<file path="src/rtl/mem_wb_stage_if.sv">
// MEM-to-WB bundle: pipeline controls, MEM-stage results in, register-file write port out.
// WB_BYPASS_EN adds the decode-read bypass signals.
interface mem_wb_stage_if #(
    parameter int DATA_W = 32,
    parameter int CNT_W  = 32
);
    logic              stall;
    logic              flush;
    logic              mem_valid;
    logic              mem_reg_write;
    logic              mem_mem_to_reg;
    logic [2:0]        mem_load_type;
    logic [1:0]        mem_addr_lo;
    logic [DATA_W-1:0] mem_alu_result;
    logic [DATA_W-1:0] mem_load_data;
    logic [4:0]        mem_write_reg;
    logic              wb_valid;
    logic              wb_reg_write;
    logic [4:0]        wb_write_reg;
    logic [DATA_W-1:0] wb_write_data;
    logic [CNT_W-1:0]  wb_retired;
`ifdef WB_BYPASS_EN
    logic [4:0]        rf_read_add1;
    logic [4:0]        rf_read_add2;
    logic [DATA_W-1:0] rf_data1;
    logic [DATA_W-1:0] rf_data2;
    logic [DATA_W-1:0] byp_data1;
    logic [DATA_W-1:0] byp_data2;

    modport master (
        output stall, flush, mem_valid, mem_reg_write, mem_mem_to_reg, mem_load_type,
               mem_addr_lo, mem_alu_result, mem_load_data, mem_write_reg,
               rf_read_add1, rf_read_add2, rf_data1, rf_data2,
        input  wb_valid, wb_reg_write, wb_write_reg, wb_write_data, wb_retired,
               byp_data1, byp_data2
    );
    modport slave (
        input  stall, flush, mem_valid, mem_reg_write, mem_mem_to_reg, mem_load_type,
               mem_addr_lo, mem_alu_result, mem_load_data, mem_write_reg,
               rf_read_add1, rf_read_add2, rf_data1, rf_data2,
        output wb_valid, wb_reg_write, wb_write_reg, wb_write_data, wb_retired,
               byp_data1, byp_data2
    );
`else
    modport master (
        output stall, flush, mem_valid, mem_reg_write, mem_mem_to_reg, mem_load_type,
               mem_addr_lo, mem_alu_result, mem_load_data, mem_write_reg,
        input  wb_valid, wb_reg_write, wb_write_reg, wb_write_data, wb_retired
    );
    modport slave (
        input  stall, flush, mem_valid, mem_reg_write, mem_mem_to_reg, mem_load_type,
               mem_addr_lo, mem_alu_result, mem_load_data, mem_write_reg,
        output wb_valid, wb_reg_write, wb_write_reg, wb_write_data, wb_retired
    );
`endif
endinterface

</file>
<file path="src/rtl/mem_wb_stage.sv">
// MEM/WB register with load extraction, writeback select and retire counter; 1-cycle latency, stall holds.
// Optional macro WB_BYPASS_EN adds a combinational WB-to-decode register-read bypass.
module mem_wb_stage #(
    parameter int DATA_W = 32,
    parameter int CNT_W  = 32
) (
    input  logic           clk,
    input  logic           reset,
    mem_wb_stage_if.slave  bus
);
    logic [7:0]        ld_byte;
    logic [15:0]       ld_half;
    logic [DATA_W-1:0] ld_val;
    logic [DATA_W-1:0] wr_data;
    logic              wr_en;

    always_comb begin
        ld_byte = bus.mem_load_data[7:0];
        case (bus.mem_addr_lo)
            2'd1:    ld_byte = bus.mem_load_data[15:8];
            2'd2:    ld_byte = bus.mem_load_data[23:16];
            2'd3:    ld_byte = bus.mem_load_data[31:24];
            default: ld_byte = bus.mem_load_data[7:0];
        endcase
        ld_half = bus.mem_addr_lo[1] ? bus.mem_load_data[31:16] : bus.mem_load_data[15:0];

        // Unassigned load codes fall back to a full-word load.
        case (bus.mem_load_type)
            3'b001:  ld_val = {{24{ld_byte[7]}}, ld_byte};
            3'b010:  ld_val = {24'd0, ld_byte};
            3'b011:  ld_val = {{16{ld_half[15]}}, ld_half};
            3'b100:  ld_val = {16'd0, ld_half};
            default: ld_val = bus.mem_load_data;
        endcase

        wr_data = bus.mem_mem_to_reg ? ld_val : bus.mem_alu_result;
        wr_en   = bus.mem_reg_write && (bus.mem_write_reg != 5'd0);
    end

    always_ff @(posedge clk) begin
        if (reset) begin
            bus.wb_valid      <= 1'b0;
            bus.wb_reg_write  <= 1'b0;
            bus.wb_write_reg  <= 5'd0;
            bus.wb_write_data <= '0;
            bus.wb_retired    <= '0;
        end else if (bus.flush) begin
            bus.wb_valid      <= 1'b0;
            bus.wb_reg_write  <= 1'b0;
            bus.wb_write_reg  <= 5'd0;
            bus.wb_write_data <= '0;
        end else if (!bus.stall) begin
            if (bus.mem_valid) begin
                bus.wb_valid      <= 1'b1;
                bus.wb_reg_write  <= wr_en;
                bus.wb_write_reg  <= bus.mem_write_reg;
                bus.wb_write_data <= wr_data;
                bus.wb_retired    <= bus.wb_retired + {{(CNT_W-1){1'b0}}, 1'b1};
            end else begin
                bus.wb_valid      <= 1'b0;
                bus.wb_reg_write  <= 1'b0;
                bus.wb_write_reg  <= 5'd0;
                bus.wb_write_data <= '0;
            end
        end
    end

`ifdef WB_BYPASS_EN
    // Register-file write and decode read land in the same cycle; forward the write.
    assign bus.byp_data1 = (bus.wb_reg_write && bus.rf_read_add1 != 5'd0 &&
                            bus.wb_write_reg == bus.rf_read_add1) ? bus.wb_write_data : bus.rf_data1;
    assign bus.byp_data2 = (bus.wb_reg_write && bus.rf_read_add2 != 5'd0 &&
                            bus.wb_write_reg == bus.rf_read_add2) ? bus.wb_write_data : bus.rf_data2;
`endif
endmodule

</file>
<file path="src/flat_wrapper.sv">
// flat-port wrapper written by rule: the top's interface ports become plain ports
module mem_wb_stage_flat 
#(
    parameter int DATA_W = 32,
    parameter int CNT_W  = 32
)
  (clk, reset, bus_stall, bus_flush, bus_mem_valid, bus_mem_reg_write, bus_mem_mem_to_reg, bus_mem_load_type, bus_mem_addr_lo, bus_mem_alu_result, bus_mem_load_data, bus_mem_write_reg, bus_wb_valid, bus_wb_reg_write, bus_wb_write_reg, bus_wb_write_data, bus_wb_retired);
  mem_wb_stage_if #(.DATA_W(DATA_W), .CNT_W(CNT_W)) bus_i ();
  input  logic clk;
  input  logic reset;
  input wire logic [$bits(bus_i.stall)-1:0] bus_stall;
  input wire logic [$bits(bus_i.flush)-1:0] bus_flush;
  input wire logic [$bits(bus_i.mem_valid)-1:0] bus_mem_valid;
  input wire logic [$bits(bus_i.mem_reg_write)-1:0] bus_mem_reg_write;
  input wire logic [$bits(bus_i.mem_mem_to_reg)-1:0] bus_mem_mem_to_reg;
  input wire logic [$bits(bus_i.mem_load_type)-1:0] bus_mem_load_type;
  input wire logic [$bits(bus_i.mem_addr_lo)-1:0] bus_mem_addr_lo;
  input wire logic [$bits(bus_i.mem_alu_result)-1:0] bus_mem_alu_result;
  input wire logic [$bits(bus_i.mem_load_data)-1:0] bus_mem_load_data;
  input wire logic [$bits(bus_i.mem_write_reg)-1:0] bus_mem_write_reg;
  output wire logic [$bits(bus_i.wb_valid)-1:0] bus_wb_valid;
  output wire logic [$bits(bus_i.wb_reg_write)-1:0] bus_wb_reg_write;
  output wire logic [$bits(bus_i.wb_write_reg)-1:0] bus_wb_write_reg;
  output wire logic [$bits(bus_i.wb_write_data)-1:0] bus_wb_write_data;
  output wire logic [$bits(bus_i.wb_retired)-1:0] bus_wb_retired;
  assign bus_i.stall = bus_stall;
  assign bus_i.flush = bus_flush;
  assign bus_i.mem_valid = bus_mem_valid;
  assign bus_i.mem_reg_write = bus_mem_reg_write;
  assign bus_i.mem_mem_to_reg = bus_mem_mem_to_reg;
  assign bus_i.mem_load_type = bus_mem_load_type;
  assign bus_i.mem_addr_lo = bus_mem_addr_lo;
  assign bus_i.mem_alu_result = bus_mem_alu_result;
  assign bus_i.mem_load_data = bus_mem_load_data;
  assign bus_i.mem_write_reg = bus_mem_write_reg;
  assign bus_wb_valid = bus_i.wb_valid;
  assign bus_wb_reg_write = bus_i.wb_reg_write;
  assign bus_wb_write_reg = bus_i.wb_write_reg;
  assign bus_wb_write_data = bus_i.wb_write_data;
  assign bus_wb_retired = bus_i.wb_retired;
  mem_wb_stage #(.DATA_W(DATA_W), .CNT_W(CNT_W)) u_core (.clk(clk), .reset(reset), .bus(bus_i));
endmodule
</file>
<file path="config.mk">
export PLATFORM = sky130hd
export DESIGN_NAME = mem_wb_stage_flat
export DESIGN_NICKNAME = d
export VERILOG_FILES = /design/src/rtl/mem_wb_stage_if.sv /design/src/rtl/mem_wb_stage.sv /design/src/flat_wrapper.sv
export SDC_FILE = /design/constraint.sdc
export NUM_CORES = 1
export LEC_CHECK = 0
export CORE_MARGIN = 4
export CORE_UTILIZATION = 47
export DETAILED_ROUTE_END_ITERATION = 12
export GPL_TIMING_DRIVEN = 0
export PLACE_DENSITY = 0.87
export SLEW_MARGIN = 5
export SYNTH_ARGS = -nofsm -noshare
export SYNTH_HDL_FRONTEND = slang
export SYNTH_SLANG_ARGS = --single-unit
</file>
<file path="constraint.sdc">
create_clock -name clk -period 3.45 [get_ports clk]
set_input_delay 0.69 -clock clk [delete_from_list [all_inputs] [get_ports clk]]
set_output_delay 0.69 -clock clk [all_outputs]
set_load 0.01 [all_outputs]
</file>
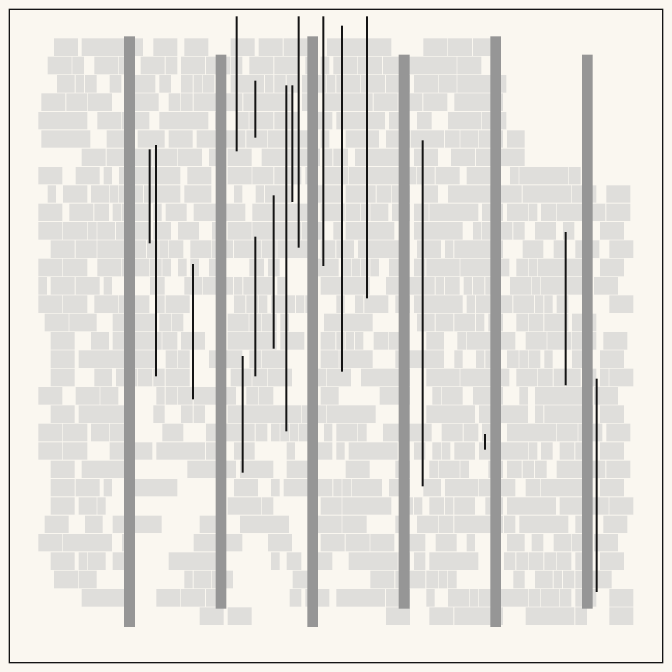
*M4 wires*
Supply wires on this layer in grey.
share of all routed wire	3.9%
longest straight run	51.0 um
nets with wire on the layer	16
via count of the routed design: 4249
total wire length: 12.7 mm

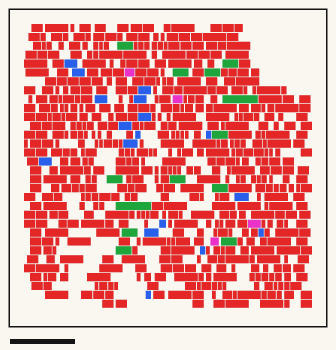
*Drive-strength map*
Bar = 20 um.
colour	size	cells
red	x1 and smaller	573
magenta	x3 and x4	4
blue	x2	17
green	x6 and larger	13

==> run summary <==
Physical implementation status

Routed signal wires occupy layers up through met4. Per the CTS log, the maximum H-tree level is 3. Registers are responsible for 44.0% of the overall power. TritonCTS built the clock tree. The vertical extent of the die stands at 96.6 um. According to the finish report, the design has a final net count of 684. The cell area after layout stands at 0.00552 sq mm.

The synthesis-to-finish area growth stands at 49.6%. The standard-cell row count stands at 32. The arrival time of data at the worst endpoint is listed as 2.94 ns. In the layout the commonest cells are clkdlybuf4s50_1, dfxtp_1, nor2_1. In this run, the synthesized area fraction spent on adder and majority cells is recorded as 0.339%. The synthesized area per cell stands at 8.32 sq um. Per the detail_route report, DRC violations left total 0.

In the synthesized netlist, the dominant kind of combinational cell is AND-OR/OR-AND gates. The post-CTS setup repair buffer count stands at 0. The report lists the cells along the critical path as clkdlybuf4s50_1 > mux2i_1 > mux2i_1 > or3_1 > clkbuf_1 > o211ai_2 > buf_2 > o22ai_1. The number of antenna violations at the first check in global routing stands at 0. The net count entering floorplan stands at 526. The run finished with clean final reports. Per the CTS log, the root buffer master is clkbuf_8.
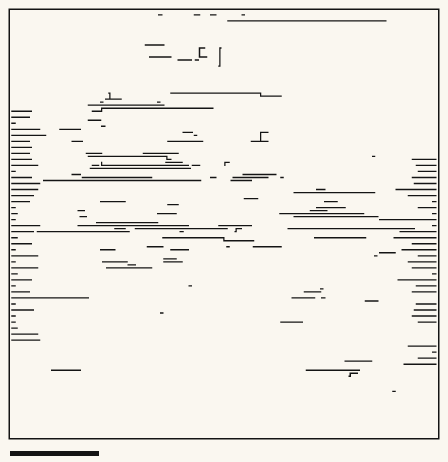
*Metal 3*
Bar = 20 um.
main direction	horizontal
wire length on this layer	961 um
nets with wire on the layer	131

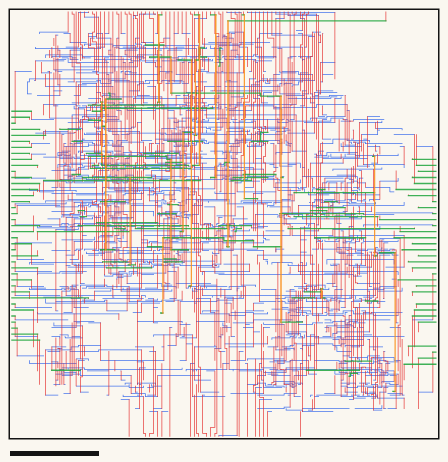
*Signal wires by layer*
Bar = 20 um.
colour	layer	wire length
red	M2	6160 um
orange	M4	493 um
blue	M1	5040 um
green	M3	961 um
total global routing track utilization: 25.8%
wire length per cell: 17.8 um

==> power by group through the flow <==
stage               logic (mW)  clock network, mW  registers (mW)
floorplan                0.129                  0           0.862
global placement         0.293                  0           0.857
detailed placement       0.298                  0           0.857
CTS                      0.300              0.771           0.839
global route             0.323              0.811           0.840
finish                   0.304              0.765           0.839
==> worst register-to-register path: cells and delay by family (launching register included) <==
family | cells | cell delay (ns)
buf+inv | 2 | 0.30
simple gates | 4 | 1.14
compound gates | 1 | 0.17
flops | 1 | 0.44
==> final cells by class <==
class | count | area, sq um
fillers | 611 | 2160
multi-input cells | 334 | 2110
repair buffers | 147 | 1470
flip-flops and latches | 71 | 1420
clock buffers | 12 | 155
plain buffers | 32 | 130
well taps | 102 | 128
clock inverters | 4 | 77.6
inverters | 7 | 26.3
Power figures rest on the tool's default switching activity, not on a simulated workload.
